File: config.mk
export PLATFORM = sky130hd
export DESIGN_NAME = control_sequencer_flat
export DESIGN_NICKNAME = d
export VERILOG_FILES = /design/src/rtl/control_sequencer_pkg.sv /design/src/rtl/control_sequencer_if.sv /design/src/rtl/control_sequencer_reg_select_decoder.sv /design/src/rtl/control_sequencer.sv /design/src/flat_wrapper.sv
export SDC_FILE = /design/constraint.sdc
export NUM_CORES = 1
export LEC_CHECK = 0
export CAP_MARGIN = 20
export CORE_AREA = 2 2 64 66
export CTS_CLUSTER_SIZE = 40
export DETAILED_ROUTE_END_ITERATION = 16
export DIE_AREA = 0 0 66 68
export HOLD_SLACK_MARGIN = 0.15
export PLACE_DENSITY = 0.79
export SLEW_MARGIN = 5
export SYNTH_ARGS = -nofsm -noshare
export SYNTH_HDL_FRONTEND = slang
export SYNTH_SLANG_ARGS = --single-unit
File: constraint.sdc
create_clock -name clock -period 2.9 [get_ports clock]
set_clock_uncertainty 0.1 [all_clocks]
set_input_delay 0.725 -clock clock [delete_from_list [all_inputs] [get_ports clock]]
set_output_delay 0.725 -clock clock [all_outputs]
set_load 0.05 [all_outputs]
File: src/rtl/control_sequencer_pkg.sv
// cpu_defs: shared definitions for the control sequencer.
//   - state_t      : 4-bit FSM state encoding
//   - OP_*         : supported opcodes
//   - *_HI/*_LO    : IR field bit positions
//   - is_three/is_unary : opcode class helpers
package cpu_defs;

  typedef enum logic [3:0] {
    S_IDLE = 4'd0,
    S_T0   = 4'd1,
    S_T1   = 4'd2,
    S_T2   = 4'd3,
    S_T3   = 4'd4,
    S_T4   = 4'd5,
    S_T5   = 4'd6
  } state_t;

  localparam logic [4:0] OP_ADD = 5'b00011;
  localparam logic [4:0] OP_SUB = 5'b00100;
  localparam logic [4:0] OP_AND = 5'b01010;
  localparam logic [4:0] OP_OR  = 5'b01011;
  localparam logic [4:0] OP_NEG = 5'b10001;
  localparam logic [4:0] OP_NOT = 5'b10010;
  localparam logic [4:0] OP_NOP = 5'b11010;

  localparam int OPC_HI = 31;
  localparam int OPC_LO = 27;
  localparam int RA_HI  = 26;
  localparam int RA_LO  = 23;
  localparam int RB_HI  = 22;
  localparam int RB_LO  = 19;
  localparam int RC_HI  = 18;
  localparam int RC_LO  = 15;

  function automatic logic is_three(input logic [4:0] op);
    return (op == OP_ADD) || (op == OP_SUB) || (op == OP_AND) || (op == OP_OR);
  endfunction

  function automatic logic is_unary(input logic [4:0] op);
    return (op == OP_NEG) || (op == OP_NOT);
  endfunction

endpackage

File: src/rtl/control_sequencer_if.sv
// Sequencer <-> datapath bundle.
//   run, ir, mem_ready : datapath -> sequencer
//   control strobes, reg_in/reg_out one-hots, alu_op, done, illegal :
//                        sequencer -> datapath
interface control_sequencer_if;
  logic        run;
  logic [31:0] ir;
  logic        mem_ready;
  logic        PCout, MARin, incPC, Zin, PCin, read, MDRin, MDRout, IRin, Yin, ZLowOut;
  logic [15:0] reg_in;
  logic [15:0] reg_out;
  logic [4:0]  alu_op;
  logic        done;
  logic        illegal;

  modport master (
    input  run, ir, mem_ready,
    output PCout, MARin, incPC, Zin, PCin, read, MDRin, MDRout, IRin, Yin, ZLowOut,
    output reg_in, reg_out, alu_op, done, illegal
  );

  modport slave (
    output run, ir, mem_ready,
    input  PCout, MARin, incPC, Zin, PCin, read, MDRin, MDRout, IRin, Yin, ZLowOut,
    input  reg_in, reg_out, alu_op, done, illegal
  );
endinterface

File: src/rtl/control_sequencer_reg_select_decoder.sv
// reg_select_decoder: 4-bit register index + enable -> 16-bit one-hot select.
//   idx    : register number
//   en     : strobe enable; output is all-zero when low
//   onehot : R0..R15 select
module reg_select_decoder (
  input  logic [3:0]  idx,
  input  logic        en,
  output logic [15:0] onehot
);
  assign onehot = en ? (16'd1 << idx) : 16'd0;
endmodule

File: src/rtl/control_sequencer.sv
// control_sequencer: multi-cycle fetch/decode/execute controller.
//   clock : rising-edge clock
//   clear : synchronous active-high reset
//   bus   : datapath bundle (master side) - run/ir/mem_ready in,
//           control strobes, register selects, alu_op, done, illegal out
// Outputs are decoded combinationally from the state, the IR and mem_ready.
module control_sequencer
  import cpu_defs::*;
(
  input  logic               clock,
  input  logic               clear,
  control_sequencer_if.master bus
);

  state_t     state, nxt;
  logic [4:0] op;
  logic [3:0] ra, rb, rc;
  logic [3:0] out_idx;
  logic       in_en, out_en;
  logic       unused_ir;

  assign op = bus.ir[OPC_HI:OPC_LO];
  assign ra = bus.ir[RA_HI:RA_LO];
  assign rb = bus.ir[RB_HI:RB_LO];
  assign rc = bus.ir[RC_HI:RC_LO];
  assign unused_ir = ^bus.ir[RC_LO-1:0];

  always_ff @(posedge clock) begin
    if (clear) state <= S_IDLE;
    else       state <= nxt;
  end

  always_comb begin
    nxt         = state;
    bus.PCout   = 1'b0;
    bus.MARin   = 1'b0;
    bus.incPC   = 1'b0;
    bus.Zin     = 1'b0;
    bus.PCin    = 1'b0;
    bus.read    = 1'b0;
    bus.MDRin   = 1'b0;
    bus.MDRout  = 1'b0;
    bus.IRin    = 1'b0;
    bus.Yin     = 1'b0;
    bus.ZLowOut = 1'b0;
    bus.alu_op  = 5'd0;
    bus.done    = 1'b0;
    bus.illegal = 1'b0;
    in_en       = 1'b0;
    out_en      = 1'b0;
    out_idx     = rb;

    case (state)
      S_IDLE: if (bus.run) nxt = S_T0;
      S_T0: begin
        bus.PCout = 1'b1;
        bus.MARin = 1'b1;
        bus.incPC = 1'b1;
        bus.Zin   = 1'b1;
        nxt       = S_T1;
      end
      S_T1: begin
        bus.read  = 1'b1;
        bus.MDRin = 1'b1;
        // Incremented PC sits in Z; commit it only once the fetch completes.
        if (bus.mem_ready) begin
          bus.ZLowOut = 1'b1;
          bus.PCin    = 1'b1;
          nxt         = S_T2;
        end
      end
      S_T2: begin
        bus.MDRout = 1'b1;
        bus.IRin   = 1'b1;
        nxt        = S_T3;
      end
      S_T3: begin
        if (is_three(op)) begin
          out_en  = 1'b1;
          bus.Yin = 1'b1;
          nxt     = S_T4;
        end else if (is_unary(op)) begin
          out_en     = 1'b1;
          bus.alu_op = op;
          bus.Zin    = 1'b1;
          nxt        = S_T4;
        end else begin
          // NOP and unsupported opcodes retire here with no strobes.
          bus.done    = 1'b1;
          bus.illegal = (op != OP_NOP);
          nxt         = bus.run ? S_T0 : S_IDLE;
        end
      end
      S_T4: begin
        if (is_three(op)) begin
          out_en     = 1'b1;
          out_idx    = rc;
          bus.alu_op = op;
          bus.Zin    = 1'b1;
          nxt        = S_T5;
        end else begin
          bus.ZLowOut = 1'b1;
          in_en       = 1'b1;
          bus.done    = 1'b1;
          nxt         = bus.run ? S_T0 : S_IDLE;
        end
      end
      S_T5: begin
        bus.ZLowOut = 1'b1;
        in_en       = 1'b1;
        bus.done    = 1'b1;
        nxt         = bus.run ? S_T0 : S_IDLE;
      end
      default: nxt = S_IDLE;
    endcase

    // Quiet the datapath while clear is held, even before the first edge.
    if (clear) begin
      bus.PCout   = 1'b0;
      bus.MARin   = 1'b0;
      bus.incPC   = 1'b0;
      bus.Zin     = 1'b0;
      bus.PCin    = 1'b0;
      bus.read    = 1'b0;
      bus.MDRin   = 1'b0;
      bus.MDRout  = 1'b0;
      bus.IRin    = 1'b0;
      bus.Yin     = 1'b0;
      bus.ZLowOut = 1'b0;
      bus.alu_op  = 5'd0;
      bus.done    = 1'b0;
      bus.illegal = 1'b0;
      in_en       = 1'b0;
      out_en      = 1'b0;
    end
  end

  reg_select_decoder u_in_dec (
    .idx    (ra),
    .en     (in_en),
    .onehot (bus.reg_in)
  );

  reg_select_decoder u_out_dec (
    .idx    (out_idx),
    .en     (out_en),
    .onehot (bus.reg_out)
  );

endmodule

File: src/flat_wrapper.sv
// flat-port wrapper written by rule: the top's interface ports become plain ports
module control_sequencer_flat import cpu_defs::*;
  (clock, clear, bus_run, bus_ir, bus_mem_ready, bus_PCout, bus_MARin, bus_incPC, bus_Zin, bus_PCin, bus_read, bus_MDRin, bus_MDRout, bus_IRin, bus_Yin, bus_ZLowOut, bus_reg_in, bus_reg_out, bus_alu_op, bus_done, bus_illegal);
  control_sequencer_if bus_i ();
  input  logic clock;
  input  logic clear;
  input wire logic [$bits(bus_i.run)-1:0] bus_run;
  input wire logic [$bits(bus_i.ir)-1:0] bus_ir;
  input wire logic [$bits(bus_i.mem_ready)-1:0] bus_mem_ready;
  output wire logic [$bits(bus_i.PCout)-1:0] bus_PCout;
  output wire logic [$bits(bus_i.MARin)-1:0] bus_MARin;
  output wire logic [$bits(bus_i.incPC)-1:0] bus_incPC;
  output wire logic [$bits(bus_i.Zin)-1:0] bus_Zin;
  output wire logic [$bits(bus_i.PCin)-1:0] bus_PCin;
  output wire logic [$bits(bus_i.read)-1:0] bus_read;
  output wire logic [$bits(bus_i.MDRin)-1:0] bus_MDRin;
  output wire logic [$bits(bus_i.MDRout)-1:0] bus_MDRout;
  output wire logic [$bits(bus_i.IRin)-1:0] bus_IRin;
  output wire logic [$bits(bus_i.Yin)-1:0] bus_Yin;
  output wire logic [$bits(bus_i.ZLowOut)-1:0] bus_ZLowOut;
  output wire logic [$bits(bus_i.reg_in)-1:0] bus_reg_in;
  output wire logic [$bits(bus_i.reg_out)-1:0] bus_reg_out;
  output wire logic [$bits(bus_i.alu_op)-1:0] bus_alu_op;
  output wire logic [$bits(bus_i.done)-1:0] bus_done;
  output wire logic [$bits(bus_i.illegal)-1:0] bus_illegal;
  assign bus_i.run = bus_run;
  assign bus_i.ir = bus_ir;
  assign bus_i.mem_ready = bus_mem_ready;
  assign bus_PCout = bus_i.PCout;
  assign bus_MARin = bus_i.MARin;
  assign bus_incPC = bus_i.incPC;
  assign bus_Zin = bus_i.Zin;
  assign bus_PCin = bus_i.PCin;
  assign bus_read = bus_i.read;
  assign bus_MDRin = bus_i.MDRin;
  assign bus_MDRout = bus_i.MDRout;
  assign bus_IRin = bus_i.IRin;
  assign bus_Yin = bus_i.Yin;
  assign bus_ZLowOut = bus_i.ZLowOut;
  assign bus_reg_in = bus_i.reg_in;
  assign bus_reg_out = bus_i.reg_out;
  assign bus_alu_op = bus_i.alu_op;
  assign bus_done = bus_i.done;
  assign bus_illegal = bus_i.illegal;
  control_sequencer u_core (.clock(clock), .clear(clear), .bus(bus_i));
endmodule
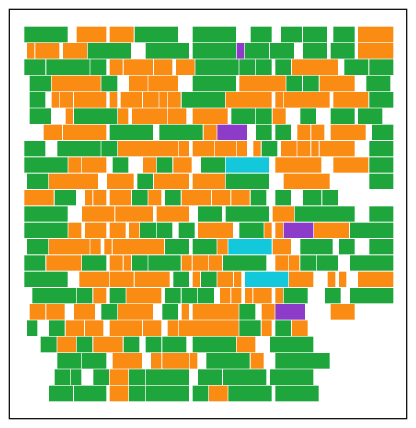
(placed cells, one color a class)
Drawn at 6 px/um.
legend:
  clock drivers and dummy loads:
    color: purple
    cells: 4
    share_of_their_area: 1.4%
  all other logic:
    color: orange
    cells: 140
    share_of_their_area: 45%
  other buffers and delay cells:
    color: green
    cells: 135
    share_of_their_area: 51%
  flops:
    color: cyan
    cells: 3
    share_of_their_area: 1.9%
core region area: 0.003856 mm^2
total non-filler cell area in the finished layout: 0.003253 mm^2
Row Count: 23
final standard cell utilization of the core: 84.36%
fraction of area in registers: 1.846%

==> results_slide.txt <==
Implementation Results

Timing
  – Post-route fraction of the period consumed by the critical path: 115.7%
  – Number of hold-slack violations in the final timing report: 0
  – RSZ-0062 raised after global routing: true
  – Worst Max-Slew Pin Slew: 0.5070 ns
  – Final number of setup-violating endpoints: 41
  – Maximum clock frequency: 298.2 MHz
  – Setup slack of the critical path after layout: -0.4539 ns
  – Final count of pins violating max slew: 0
  – Final min period: 3.354 ns
  – Max transition margin: 66.05%

Synth
  – Count of state elements after synthesis: 3
  – Commonest flop: dfxtp_1
  – Average instance area after synthesis: 6.962 um^2
  – Area fraction in full adders, half adders and majority gates: 0%
  – MUX area fraction: 4.724%
  – Most area-hungry cell type in the Yosys netlist: nor3_1
  – Synth Area in XOR/XNOR: 0.8065%
  – Flip-flops with a built-in enable: 0
  – Yosys warning tally: 0
  – Yosys top cell area share: 6.912%
  – Post-synthesis sequential area ratio: 5.530%
  – Proportion of register bits with asynchronous set or reset after synthesis: 0%
  – Cell with the most instances after synthesis: nor3_1
  – Chip area in the Yosys report: 0.001086 mm^2
  – Largest cells by area after synthesis: nor3_1, nand2b_1, dfxtp_1, nor2_1, and2_1
  – Netlist Area Pre-Place: 0.001086 mm^2
  – Unique masters post-synth: 55
  – Area fraction in compound gates: 27.42%
  – Gate Count Post-Synth: 156
  – Number of cells in the yosys synthesis report: 156
  – Post-Synthesis Net Count: 192
  – Commonest cells in the synthesized netlist: nor3_1, nor2_1, nand2b_1
  – Dominant combinational family: simple AND/OR/NAND/NOR gates
  – Simple-gate share of the synthesized area: 51.04%

Critical path
  – Top Family by Delay on Critical Path: buffers and inverters
  – CP max-delay cell: a211o_1
  – Startpoint of the worst register-to-register path: u_core.state[0]
  – Arrival time worst endpoint: 2.53 ns
  – Logic depth of the worst path, buffers included: 11
  – Critical path start-end classification: input port to primary output
  – Peak fanout along the critical path: 4
  – Chain of cells forming the critical path: buf_8 -> buf_6 -> o21ai_4 -> o21a_4 -> buf_6 -> o21ai_4 -> a211o_1 -> buf_6 -> buf_16 -> nor4_4 -> buf_6
  – CP Buf/Inv Count: 6
  – Length in cells of the worst reg-to-reg path: 7
  – Worst Setup End Kind: primary output
  – Reg2reg end: u_core.state[0]
  – Startpoint of the most critical setup path: bus_ir[27]
  – CP endpoint: bus_reg_in[10]
  – Worst setup SP type: input port
  – Worst reg-to-reg setup slack: 0.92 ns
  – CP dominant cell by count: buf_6
  – Critical path data required time: 2.08 ns
  – Largest stage delay on the critical path: 0.37 ns

Global route
  – Wire length of the first global-routing pass: 9163 um
  – Initial antenna violation count: 0
  – Routing usage on met3: 3.947%
  – Grt met2 use: 53.91%
  – Maximum number of pins on one net before global-route repair: 12
  – Vias in the first global route: 1824
  – Total grt overflow: 0
  – Global route hottest layer: met2
  – Global routing met1 resource utilization: 27.53%

Route
  – # DRC: 0
  – Average vias per placed instance: 5.455
  – Remaining antenna violation count after routing: 0
  – 1st-pass router iterations: 4
  – Count of routing violations after the opening detailed-route iteration: 49

Placement
  – Post-detail-place hpwl: 3707 um
  – Last weighted congestion value of the routability-driven placer: 0.8249
  – Count of buffers from port buffering: 70
  – Cells after DPL: 313

Floorplan
  – Die ar.: 0.004488 mm^2
  – DIE WIDTH: 66 um
  – Number of top-level pins: 86
  – Die boundary height: 68 um
  – Core Density at Floorplan: 28.16%

Clock tree
  – Level count of the clock H-tree: 1
  – # Post-CTS Setup Buffers: 11
  – Clock-pin slew on the worst setup and hold paths: 0.03 ns
  – Clock tree root driver cell: clkbuf_8
  – Number of clock sinks: 3
  – Total CTS buffers: 3
  – Number of resized instances in the post-cts repair step: 68
  – Hold buffer count at cts: 0
  – Clk ins delay skew pair: 0.23 ns
  – TritonCTS clock tree: yes
  – Maximum buffer depth of the clock tree: 2

Finish
  – Final Instance Count excl. Fillers: 332
  – Signed area change from the synthesized netlist to the final layout: 199.5%
  – Total of fill cells in the finished design: 183
  – Number of flip-flops under the largest register name: 3
  – Final layout net count: 319
  – Most flops, register: u_core.state
  – Largest regs: u_core.state (3)
  – Fraction of final layout cells with drive strength greater than 1: 70.21%
  – Antenna cell count: 0

Pwr
  – Power per unit of standard cell area: 172.4 mW/mm^2
  – Worst vdd rail ir drop: 0.1033 mV
  – Total power of the final layout: 0.5610 mW
  – Leakage dissipation: 1.339 nW

Min path
  – Cells on Worst Hold Path: 3
  – Startpoint of the tightest hold check path: u_core.state[2]
  – Worst Hold End: u_core.state[2]
  – Min-Delay Path Class: flop to flop

Status
  – Violations in the final reports: negative setup slack
  – Run status: complete, but fails checks

Run
  – # Max-Cap Violations: 0
  – Number of OpenROAD warnings: 44
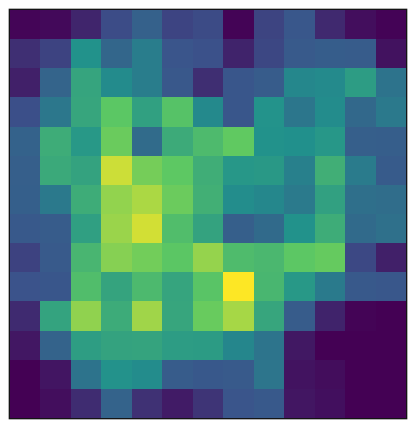
(wire density map)
Drawn at 6 px/um. 13 x 14 tiles, from dark purple (low) to yellow (high), scaled to the fullest tile. Values are wire area over tile area, all layers added.
tiles over half the peak: 38%
densest ninth of the die: center
mean over tiles: 0.22
nearly empty tiles: 7.7%
overall global routing resource usage: 26.55%
aggregate routed wire length: 6260 um
post-detailed-route wirelength per cell: 18.86 um
via total after detailed routing: 1811

-- stage by stage --
stage	setup slack, ns	setup TNS [ns]	hold WS, ns	area (um^2)	util (%)
after global placement	-0.7784	-26.91	0.5244	2803	72.68
final	-0.4539	-14.72	0.6307	3253	84.36
after CTS	-0.4190	-13.10	0.5411	3166	82.09
after global routing	-0.4960	-16.43	0.6465	3253	84.36
after detailed placement	-0.8015	-28.17	0.5340	2803	72.68
after floorplan	-0.3116	-7.377	0.4645	1468	-
-- worst register-to-register path: stages (launching register included) --
cell and delay [ns]:
dfxtp_1 0.40, or4b_4 0.60, o32ai_4 0.13, buf_4 0.16
nor2_1 0.07, buf_4 0.14, a21oi_1 0.17, o21a_1 0.15
-- cells by family (layout without fill, tap and decap cells) --
group,count (synthesis),count (layout)
AOI/OAI and AO/OA,36,36
xor gates and xnor gates,1,1
buffers and inverters,21,147
DFF,3,3
muxes,5,5
and+or+nand+nor,90,90
-- placed cells by master (no fill, tap or decap), types with 7 or more instances in the layout --
cell type and count:
nor2_1 8, nor4_4 7, inv_1 8, clkdlybuf4s50_1 14, buf_4 50, and2_4 9, buf_6 29, nand2b_1 8
buf_12 34, nor3_4 10
-- final cells by class --
type	instances	area [um^2]	area share (%)
Clock buffer	4	45.04	1.385
Timing Repair Buffer	135	1639	50.38
Tap cell	50	62.56	1.923
Inverter	8	30.03	0.9231
Multi-Input combinational cell	132	1416	43.54
Sequential cell	3	60.06	1.846
-- layer usage --
metal  wire (um)  part of all wire (%)
met1        2293                    37
met3         300                   4.8
met4         206                   3.3
met5           0                     0
met2        3460                    55
-- power breakdown --
part | switching [mW] | total [mW] | internal [mW]
logic | 0.195 | 0.371 | 0.176
registers | 0.0134 | 0.0599 | 0.0465
clock network | 0.0354 | 0.130 | 0.0944
Power is estimated from default activity; no workload was simulated.
